==> config.mk <==
export PLATFORM = sky130hd
export DESIGN_NAME = hazard_control_unit
export DESIGN_NICKNAME = d
export VERILOG_FILES = /design/src/rtl/cpu_types_pkg.sv /design/src/rtl/sat_counter.sv /design/src/rtl/hazard_control_unit.sv
export SDC_FILE = /design/constraint.sdc
export NUM_CORES = 1
export LEC_CHECK = 0
export CAP_MARGIN = 10
export CORE_MARGIN = 3
export CORE_UTILIZATION = 47
export CTS_CLUSTER_DIAMETER = 30
export DETAILED_ROUTE_END_ITERATION = 6
export PLACE_DENSITY = 0.8
export SYNTH_ARGS = -nofsm -noshare
export SYNTH_HDL_FRONTEND = slang
export SYNTH_SLANG_ARGS = --single-unit
export TNS_END_PERCENT = 50
==> constraint.sdc <==
create_clock -name CLK -period 2.7 [get_ports CLK]
set_clock_uncertainty 0.2 [all_clocks]
set_input_delay 0.54 -clock CLK [delete_from_list [all_inputs] [get_ports CLK]]
set_output_delay 0.54 -clock CLK [all_outputs]
set_load 0.005 [all_outputs]
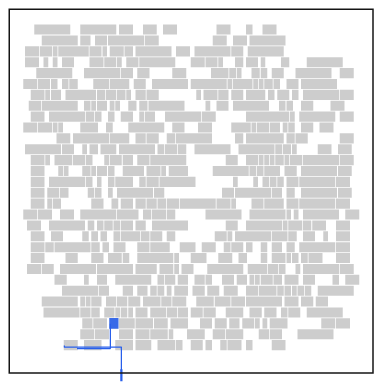
Fig. 1. Nets reached from selected ports (run 1).
(4 px per um)
- mem_dren: blue (bits 1; direction input; end cells 1; buffers 1; wire 35.0 um)
IO Port Bufs: 99
IO Pins: 100

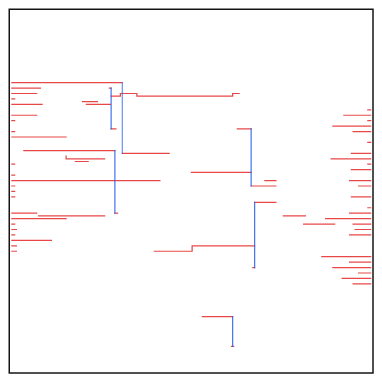
Fig. 2. Metal layers overlaid (run 1).
(4 px per um) Only two layers are drawn.
- M4: blue (wire length 81.6 um)
- M3: red (wire length 465 um)
gr usage total: 20.8%
WL/cell: 15.0 um
Post-Route WL: 8500 um
Via Count: 2,962

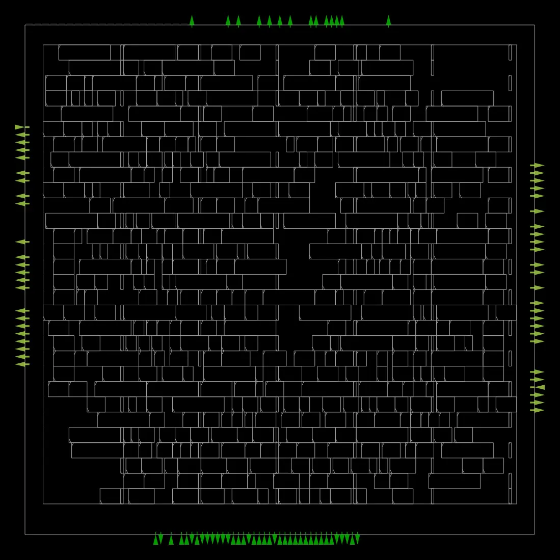
Fig. 3. Cell placement (run 1).
Seq cells: 66
sequential portion of the cell area: 33.4%
fill count: 508
row cnt: 30

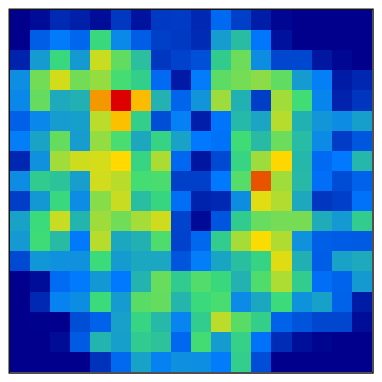
Fig. 4. Routed metal per tile (run 1).
(4 px per um) 18 x 18 tiles, from dark blue (low) to red (high), scaled to the fullest tile. Values are wire area over tile area, all layers added.
- densest ninth of the die: left middle
- fullest tile: 0.51
- nearly empty tiles: 9.9%

==> job_summary.md <==
### Flow metrics

| Metric | Value |
|---|---|
| Number of global-route vias before repair | `2,902` |
| Clk pin slew, worst setup/hold paths | `~0.070 ns` |
| Initial antenna violation count | `0` |
| P_leak | `2.17 nW` |
| FF-to-FF path depth | `9` |
| OpenROAD warnings | `27` |
| Clock power frac | `around 28%` |
| Worst Path Arrival | `1.94 ns` |
| Yosys warning count | `0` |
| CP most frequent cell | `o21a_1` |
| Pins over their slew limit | `0` |
| DRT iter0 DRCs | `approximately 96` |
| Hold Vio Cnt, Final | `0` |
| Placed Area | `approximately 4600 um2` |
| N_diodes | `0` |
| Async SR Flop Fraction | `100%` |
| Comb power frac | `27.6%` |
| Syn_area_per_cell | `10.2 um2` |
| Die Area | `a little over 8000 um2` |
| Final setup violation count | `0` |
| Netlist Area Pre-Place | `3360 um2` |
| Floorplan Utilization | `between 40% and 50%` |
| Worst Path Max Fanout | `2` |
| Main flop type | `dfrtp_1` |
| Met1 Use GR | `26.2%` |
| Met3 usage | `5.67%` |
| Die Y | `around 90 um` |
| YS chip area | `3360 um2` |
| Most frequent cells after synthesis | `dfrtp_1 (66), xor2_1 (37), xnor2_1 (34)` |
| Fin nets | `495` |
| Count leader, synth | `dfrtp_1` |
| Post-CTS Setup Inserts | `3` |
| Setup tns final | `0 ns` |
| Sequential Power Share | `43.9%` |
| Final Wtd Congestion | `just over 0.8` |
| Root Driver | `clkbuf_8` |
| Critical path's slowest cell | `clkdlybuf4s50_1` |
| Int Pwr | `2.03 mW` |
| Drt pass-1 iters | `5` |
| Flops after synth | `roughly 66` |
| Top-area cell share | `about half` |
| Status | `finished, final reports clean` |
| Finished Cell Area | `between 4000 and 5000 um2` |
| CTS tree | `done` |
| Max layer used | `met4` |
| Detailed placer's ending HPWL | `6190 um` |
| EDFF count, synth | `0` |
| Max Fclk | `374 MHz` |
| Area grow syn2layout | `47.4%` |
| Cycle use final | `99.1%` |
| Power Density | `585 nW/um2` |
| Slew headroom | `68.6%` |
| Worst R2R Setup Slack | `about 0.1 ns` |
| Fin util | `72.1%` |
| Width of the die | `slightly above 90 um` |
| Max-Cap Viols | `0` |
| Met2 Routed Length | `approximately 4300 um` |
| Core Region | `6870 um2` |
| Cell count in the Yosys report | `331` |
| CTS buffer count | `9` |
| Count of cell types in the netlist | `about 40` |
| Sw Share | `30.1%` |
| Syn Inst Count | `331` |
| Vias/cell | `around 5.2` |
| WS Path Type | `in2out` |
| Crit start category | `primary input` |
| Pin count of the biggest net entering global routing | `38` |
| Tmin final | `between 2 and 3 ns` |
| Clk sinks | `66` |
| H-tree Lvls | `3` |
| Resized cells post-CTS | `between 40 and 50` |
| Psw | `between 0.8 and 0.9 mW` |
| Synth Seq Share | `49.1%` |
| Total Power | `2.90 mW` |
| First-pass GRT wire length | `between 10,000 and 15,000 um` |
| Synth Net Count | `359` |
| Largest area contributor in the netlist | `dfrtp_1` |
| Slowest stage delay, CP | `between 0.4 and 0.5 ns` |
| Worst Tran Pin Value | `0.471 ns` |
| GRT Max-Usage Layer | `met2` |
| Final hold slack | `0.139 ns` |
| Clk buf depth | `2` |
| DRC viols | `0` |
| CP cell instances | `clkdlybuf4s50_1, nor2_2, o21a_1, and3_4, buf_4, o21a_1, dlygate4sd2_1` |
| Metal-1 WL | `3650 um` |
| Met2 Usage GRT | `35.7%` |
| CP endpoint kind | `primary output` |
| Grt total ovfl | `0` |
| Hold Buf Count CTS | `1` |
| Share of layout cells above drive strength 1 | `17.4%` |
| Synth area leaders | `dfrtp_1 (49%), xor2_1 (9.6%), xnor2_1 (8.9%), nand3_1 (3.9%), nand4_1 (3.5%)` |
| ANT nets after route | `0` |
| Worst hold path class | `in2async` |
| Peak VDD IR | `approximately 430 uV` |
| CP Data Required Time | `1.96 ns` |
| Met3 wire len | `464 um` |
| Latency at later pin | `approximately 0.34 ns` |
-- run 1: power by group through the flow --
stage | Combinational (mW) | Sequential (mW) | Clock, mW
after floorplan | 0.330 | 1.27 | 0
after global placement | 0.750 | 1.28 | 0
after detailed placement | 0.772 | 1.29 | 0
after CTS | 0.786 | 1.27 | 0.833
after global routing | 0.880 | 1.29 | 0.881
final | 0.802 | 1.27 | 0.826
-- run 1: logic make-up (layout without fill, tap and decap cells) --
family | after synthesis | count (layout) | synth area share [%]
compound gates | 13 | 13 | 2.53
xor+xnor | 71 | 71 | 18.5
fa+ha+maj | 2 | 2 | 0.744
buf+inv | 17 | 158 | 2.46
flops | 66 | 66 | 49.1
simple gates | 162 | 162 | 26.6
-- run 1: cells in the final DEF (no fill, tap or decap), types with 11 or more instances in the layout --
cell / n
buf_4: 30
clkdlybuf4s50_1: 73
dfrtp_1: 65
dlymetal6s2s_1: 11
nand2_1: 31
nand3_1: 26
nand4_1: 19
nor2_1: 22
nor3_1: 20
xnor2_1: 34
xor2_1: 37
-- run 1: metrics by stage --
step / std cells / worst slack (ns)
2_1_floorplan: 331 / 0.205
3_3_place_gp: 544 / -0.605
3_5_place_dp: 544 / -0.623
4_1_cts: 564 / -0.00663
5_1_grt: 568 / -0.00944
6_report: 568 / 0.0244
-- run 1: worst max-delay path: cells and delay by family --
family / cells / cell delay (ns)
AOI/OAI and AO/OA: 2 / 0.28
buffers and inverters: 3 / 0.88
and+or+nand+nor: 2 / 0.24
-- run 1: area by class of cell --
class	instances	area, um2
Clock buffer	11	141
Clock inverter	5	53.8
Fill cell	508	1910
Inverter	9	33.8
Multi-Input combinational cell	248	1700
Sequential cell	66	1650
Tap cell	96	120
Timing Repair Buffer	133	1250
Power is estimated from default activity; no workload was simulated.
